==> src/rtl/uart_frame_tx_pkg.sv <==
// Shared frame definitions: state encoding, default head byte and width helpers.
// The TX producer and the companion RX frame parser both import this package.
package uart_frame_tx_pkg;

  typedef enum logic [2:0] {
    ST_LOAD = 3'd0,
    ST_HEAD = 3'd1,
    ST_LEN  = 3'd2,
    ST_DATA = 3'd3,
    ST_CHK  = 3'd4,
    ST_DONE = 3'd5
  } frame_state_e;

  localparam logic [7:0] FRAME_HEAD_DEFAULT = 8'hA5;

  function automatic int buf_addr_width(input int depth);
    return (depth > 1) ? $clog2(depth) : 1;
  endfunction

  // One extra bit so a completely full buffer (count == max_len) is representable.
  function automatic int count_width(input int max_len);
    return $clog2(max_len) + 1;
  endfunction

endpackage

==> src/rtl/uart_frame_tx_sync_ram_buf.sv <==
// Payload buffer: one write port, one registered read port, single clock.
module sync_ram_buf
  import uart_frame_tx_pkg::*;
#(
  parameter  int P_DEPTH = 16,
  parameter  int P_WIDTH = 8,
  localparam int AW      = buf_addr_width(P_DEPTH)
) (
  input  logic               i_clk,
  input  logic               i_wr_en,
  input  logic [AW-1:0]      i_wr_addr,
  input  logic [P_WIDTH-1:0] i_wr_data,
  input  logic [AW-1:0]      i_rd_addr,
  output logic [P_WIDTH-1:0] o_rd_data
);

  logic [P_WIDTH-1:0] r_mem [P_DEPTH];
  logic [P_WIDTH-1:0] r_rd_data;

  // NOTE: storage has no reset; every slot is written in LOAD before DATA reads it.
  always_ff @(posedge i_clk) begin
    if (i_wr_en) begin
      r_mem[i_wr_addr] <= i_wr_data;
    end
    r_rd_data <= r_mem[i_rd_addr];
  end

  assign o_rd_data = r_rd_data;

endmodule

==> src/rtl/uart_frame_tx.sv <==
// Buffers one payload and emits it to the UART TX port as HEAD, LEN, payload..., CHK.
// CHK is the XOR of LEN and every payload byte; all TX outputs come straight from registers.
module uart_frame_tx
  import uart_frame_tx_pkg::*;
#(
  parameter int                      P_DATA_WIDTH = 8,
  parameter int                      P_MAX_LEN    = 16,
  parameter logic [P_DATA_WIDTH-1:0] P_HEAD       = P_DATA_WIDTH'(FRAME_HEAD_DEFAULT)
) (
  input  logic                    i_clk,
  input  logic                    i_rst,
  input  logic [P_DATA_WIDTH-1:0] i_payload_data,
  input  logic                    i_payload_valid,
  input  logic                    i_payload_last,
  output logic                    o_payload_ready,
  output logic [P_DATA_WIDTH-1:0] o_tx_data,
  output logic                    o_tx_valid,
  input  logic                    i_tx_ready,
  output logic                    o_busy,
  output logic                    o_frame_done
);

  localparam int            CW        = count_width(P_MAX_LEN);
  localparam int            AW        = buf_addr_width(P_MAX_LEN);
  localparam logic [CW-1:0] MAX_COUNT = CW'(P_MAX_LEN);

  frame_state_e            r_state;
  frame_state_e            w_state_next;
  logic [CW-1:0]           r_count;
  logic [CW-1:0]           w_count_next;
  logic [CW-1:0]           w_count_inc;
  logic [CW-1:0]           r_rd;
  logic [CW-1:0]           w_rd_next;
  logic [CW-1:0]           w_rd_inc;
  logic [P_DATA_WIDTH-1:0] r_chk;
  logic [P_DATA_WIDTH-1:0] w_chk_next;
  logic [P_DATA_WIDTH-1:0] r_tx_data;
  logic [P_DATA_WIDTH-1:0] w_tx_data_next;
  logic                    r_tx_valid;
  logic                    w_tx_valid_next;
  logic                    w_payload_ready;
  logic                    w_payload_xfer;
  logic                    w_tx_xfer;
  logic [AW-1:0]           w_rd_addr;
  logic [P_DATA_WIDTH-1:0] w_rd_data;

  assign w_payload_ready = (r_state == ST_LOAD);
  assign w_payload_xfer  = i_payload_valid && w_payload_ready;
  assign w_tx_xfer       = r_tx_valid && i_tx_ready;
  assign w_count_inc     = r_count + CW'(1);
  assign w_rd_inc        = r_rd + CW'(1);

  // The buffer output always holds buf[rd]; stepping the address on a transfer
  // keeps the following byte one cycle ahead of the output register.
  assign w_rd_addr = (w_tx_xfer && (r_state == ST_LEN || r_state == ST_DATA))
                   ? w_rd_inc[AW-1:0] : r_rd[AW-1:0];

  sync_ram_buf #(
    .P_DEPTH (P_MAX_LEN),
    .P_WIDTH (P_DATA_WIDTH)
  ) u_buf (
    .i_clk     (i_clk),
    .i_wr_en   (w_payload_xfer),
    .i_wr_addr (r_count[AW-1:0]),
    .i_wr_data (i_payload_data),
    .i_rd_addr (w_rd_addr),
    .o_rd_data (w_rd_data)
  );

  always_ff @(posedge i_clk) begin
    if (i_rst) begin
      r_state <= ST_LOAD;
    end else begin
      r_state <= w_state_next;
    end
  end

  always_comb begin
    // NOTE: every signal driven here gets a default first, so no path can infer a latch.
    w_state_next    = r_state;
    w_count_next    = r_count;
    w_rd_next       = r_rd;
    w_chk_next      = r_chk;
    w_tx_data_next  = r_tx_data;
    w_tx_valid_next = r_tx_valid;
    unique case (r_state)
      ST_LOAD: begin
        if (w_payload_xfer) begin
          w_count_next = w_count_inc;
          w_chk_next   = r_chk ^ i_payload_data;
          if (i_payload_last || (w_count_inc == MAX_COUNT)) begin
            w_state_next    = ST_HEAD;
            w_tx_valid_next = 1'b1;
            w_tx_data_next  = P_HEAD;
          end
        end
      end
      ST_HEAD: begin
        if (w_tx_xfer) begin
          w_state_next   = ST_LEN;
          w_tx_data_next = P_DATA_WIDTH'(r_count);
        end
      end
      ST_LEN: begin
        if (w_tx_xfer) begin
          w_state_next   = ST_DATA;
          w_tx_data_next = w_rd_data;
          w_rd_next      = w_rd_inc;
        end
      end
      ST_DATA: begin
        if (w_tx_xfer) begin
          // rd runs one ahead of the byte on the wire, so rd == count marks the final byte.
          if (r_rd == r_count) begin
            w_state_next   = ST_CHK;
            w_tx_data_next = r_chk ^ P_DATA_WIDTH'(r_count);
          end else begin
            w_tx_data_next = w_rd_data;
            w_rd_next      = w_rd_inc;
          end
        end
      end
      ST_CHK: begin
        if (w_tx_xfer) begin
          w_state_next    = ST_DONE;
          w_tx_valid_next = 1'b0;
          w_tx_data_next  = '0;
        end
      end
      ST_DONE: begin
        w_state_next = ST_LOAD;
        w_count_next = '0;
        w_rd_next    = '0;
        w_chk_next   = '0;
      end
      default: begin
        w_state_next    = ST_LOAD;
        w_count_next    = '0;
        w_rd_next       = '0;
        w_chk_next      = '0;
        w_tx_valid_next = 1'b0;
        w_tx_data_next  = '0;
      end
    endcase
  end

  // NOTE: registers use non-blocking assignments so each one samples pre-edge values.
  always_ff @(posedge i_clk) begin
    if (i_rst) begin
      r_count    <= '0;
      r_rd       <= '0;
      r_chk      <= '0;
      r_tx_data  <= '0;
      r_tx_valid <= 1'b0;
    end else begin
      r_count    <= w_count_next;
      r_rd       <= w_rd_next;
      r_chk      <= w_chk_next;
      r_tx_data  <= w_tx_data_next;
      r_tx_valid <= w_tx_valid_next;
    end
  end

  assign o_payload_ready = w_payload_ready;
  assign o_tx_data       = r_tx_data;
  assign o_tx_valid      = r_tx_valid;
  assign o_busy          = (r_state != ST_LOAD) || (r_count != '0);
  assign o_frame_done    = (r_state == ST_DONE);

endmodule

==> config.mk <==
export PLATFORM = sky130hd
export DESIGN_NAME = uart_frame_tx
export DESIGN_NICKNAME = d
export VERILOG_FILES = /design/src/rtl/uart_frame_tx_pkg.sv /design/src/rtl/uart_frame_tx_sync_ram_buf.sv /design/src/rtl/uart_frame_tx.sv
export SDC_FILE = /design/constraint.sdc
export NUM_CORES = 1
export LEC_CHECK = 0
export CAP_MARGIN = 30
export CORE_ASPECT_RATIO = 0.9
export CORE_MARGIN = 2
export CORE_UTILIZATION = 49
export DETAILED_ROUTE_END_ITERATION = 8
export PLACE_DENSITY = 0.63
export SYNTH_ARGS = -nofsm -noshare
export SYNTH_HDL_FRONTEND = slang
export SYNTH_SLANG_ARGS = --single-unit
export TNS_END_PERCENT = 5
==> constraint.sdc <==
create_clock -name i_clk -period 3.2 [get_ports i_clk]
set_input_delay 0.64 -clock i_clk [delete_from_list [all_inputs] [get_ports i_clk]]
set_output_delay 0.64 -clock i_clk [all_outputs]
set_load 0.05 [all_outputs]
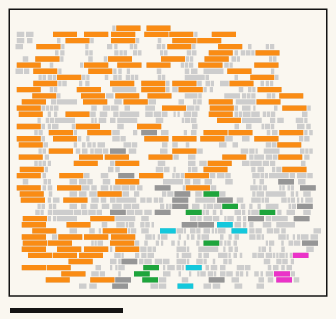
Run 1: register map, names as in the netlist
Bar = 50 um.
u_buf.r_mem -> orange  # placed flops 128, where widely spread
r_state -> magenta  # placed flops 3
o_tx_data -> green  # placed flops 8
r_count -> cyan  # placed flops 5, where bottom center

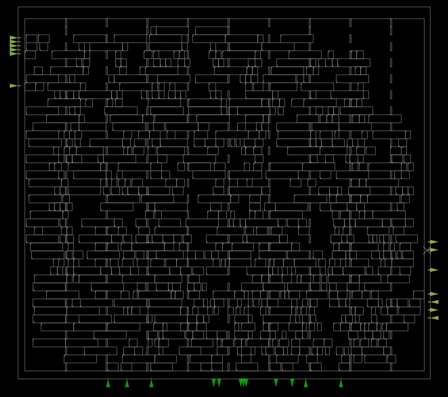
Run 1: placement view
Tap Count: 207
Core ar.: 16200 sq um
registers: 166

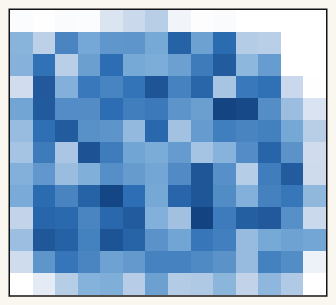
Run 1: local utilization
14 x 13 tiles, from white (low) to dark blue (high), 0 to 100% covered.
fullest tile = 92%
tiles over 75% full = 18%
mean over tiles = 51%
nearly empty tiles = 8.2%
emptiest ninth of the die = upper right
Core Density at Floorplan: 0.502
Finished Core Util: 0.576

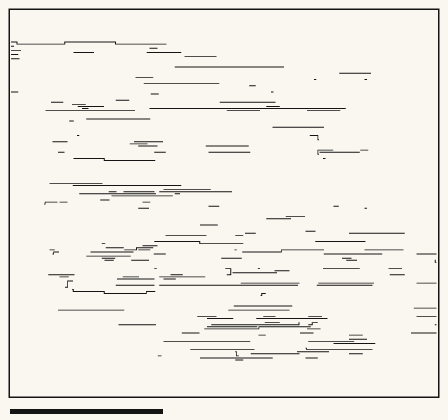
Run 1: signal wires on met3
Bar = 50 um.
longest straight run = 63.9 um
main direction = horizontal
wire length on this layer = 1570 um
nets with wire on the layer = 99
share of all routed wire = 6.6%
number of vias after detailed routing: 6693
routed wire length: 23800 um

==> summary.rpt, run 1 <==
=== SYNTHESIS / PLACE & ROUTE SUMMARY ===
----------------------------------------------------
[Routing]
  Total met2 wirelength after detailed routing ........................ around 12000 um
  Remaining DRCs ........................ 1
  Routed wire length on met3 ........................ 1570 um
  Via count normalized by instance count ........................ a little under 7

[Cells and area]
  Clock buffer instance count of the final layout ........................ 17
  Dominant kind of cell ........................ flip-flops and latches
  Number of buffers other than clock buffers in the final layout ........................ 70
  Combined area of the multi-input logic cells ........................ 3220 sq um
  Commonest non-fill, non-tap cell in the layout ........................ sky130_fd_sc_hd__nand3_1
  Antenna diode count ........................ 0
  Clock-cell share of area ........................ 0.0646

[Yosys]
  Commonest cells in the synthesized netlist ........................ sky130_fd_sc_hd__nand3_1, sky130_fd_sc_hd__edfxtp_1, sky130_fd_sc_hd__a221o_1
  Warnings, synthesis ........................ 0
  Count leader, synth ........................ sky130_fd_sc_hd__nand3_1
  XOR/XNOR share of the synthesized area ........................ 0.0161

[Worst setup path]
  Worst R2R Path Depth ........................ 7
  Crit path capture ........................ o_busy
  Family with the most delay on the worst path ........................ buffers and inverters
  Critical-path cell with the highest stage delay ........................ sky130_fd_sc_hd__clkdlybuf4s50_1

[CTS]
  Setup repair bufs after CTS ........................ 0
  Max Buffers Root-to-Sink ........................ 2
  Post-CTS Hold Fix Bufs ........................ 0
  Count of cells resized by post-cts repair ........................ 0

[Floorplan]
  Top Ports ........................ 25

[STA]
  Hold slack final ........................ slightly below 0.5 ns

[Pwr]
  Total net switching power ........................ between 1 and 1.5 mW

[GRT]
  Wire length of the first global-routing pass ........................ approximately 37000 um

[Status]
  Violated checks ........................ design-rule violations
  Outcome ........................ complete, but fails checks

[Place]
  Final weighted congestion in routability-driven placement ........................ about 0.9

[Run]
  Max capacitance violation total ........................ 0

----------------------------------------------------
--- run 2 (diff from run 1) ---
--- a/config.mk
+++ b/config.mk
@@ -5,10 +5,10 @@
 export SDC_FILE = /design/constraint.sdc
 export NUM_CORES = 1
 export LEC_CHECK = 0
-export CAP_MARGIN = 30
 export CORE_ASPECT_RATIO = 0.9
 export CORE_MARGIN = 2
 export CORE_UTILIZATION = 49
+export CTS_BUF_LIST = sky130_fd_sc_hd__clkbuf_4
 export DETAILED_ROUTE_END_ITERATION = 8
 export PLACE_DENSITY = 0.63
 export SYNTH_ARGS = -nofsm -noshare
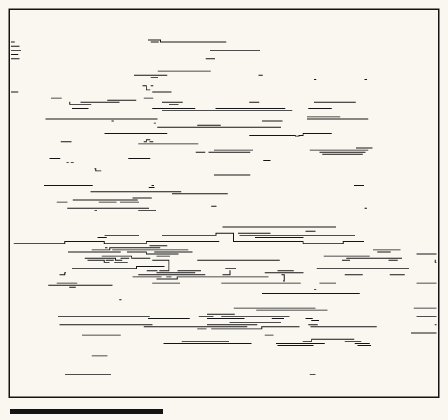
Run 2: signal wires on met3
Bar = 50 um.
share of all routed wire = 8.3%
main direction = horizontal
longest straight run = 42.3 um
nets with wire on the layer = 116
routed wire length: 23500 um
number of vias after detailed routing: 6730
met3 Resource Use GR: 0.0581

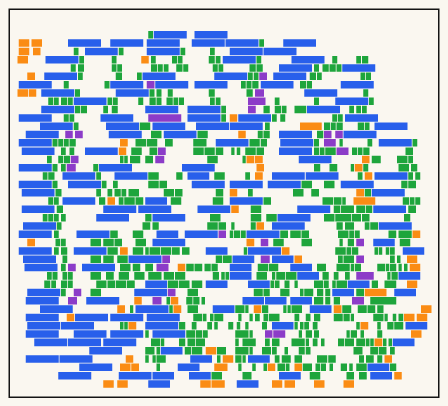
Run 2: cells colored by class
clock drivers and dummy loads -> purple  # cells 32, share of their area 3.5%
registers -> blue  # cells 166, share of their area 52%
remaining logic cells -> green  # cells 503, share of their area 37%
remaining buffers and delay cells -> orange  # cells 70, share of their area 7.1%

==> summary.rpt, run 2 <==
=== SYNTHESIS / PLACE & ROUTE SUMMARY ===
----------------------------------------------------
[CTS]
  Post-CTS Hold Fix Bufs ........................ 0
  Setup repair bufs after CTS ........................ 0
  Max Buffers Root-to-Sink ........................ 2

[Worst setup path]
  Crit path capture ........................ o_frame_done
  Worst R2R Path Depth ........................ 7
  Critical-path cell with the highest stage delay ........................ sky130_fd_sc_hd__clkdlybuf4s50_1

[Cells and area]
  Finished Core Util ........................ 0.558
  Combined area of the multi-input logic cells ........................ 3220 sq um
  Registers ........................ approximately 170
  Number of buffers other than clock buffers in the final layout ........................ around 70
  Commonest non-fill, non-tap cell in the layout ........................ sky130_fd_sc_hd__nand3_1
  Dominant kind of cell ........................ flip-flops and latches

[Run]
  Max capacitance violation total ........................ 0

[Routing]
  Total met2 wirelength after detailed routing ........................ about 11000 um
  Remaining DRCs ........................ 1
  Routed wire length on met3 ........................ approximately 2000 um

[STA]
  Hold slack final ........................ approximately 0.50 ns

[Yosys]
  XOR/XNOR share of the synthesized area ........................ 0.0161
  Count leader, synth ........................ sky130_fd_sc_hd__nand3_1
  Warnings, synthesis ........................ 0

[Pwr]
  Total net switching power ........................ 1.29 mW

[Status]
  Violated checks ........................ design-rule violations
  Outcome ........................ complete, but fails checks

[GRT]
  Wire length of the first global-routing pass ........................ about 36000 um

[Place]
  Final weighted congestion in routability-driven placement ........................ 0.901

----------------------------------------------------
Power figures rest on the tool's default switching activity, not on a simulated workload.
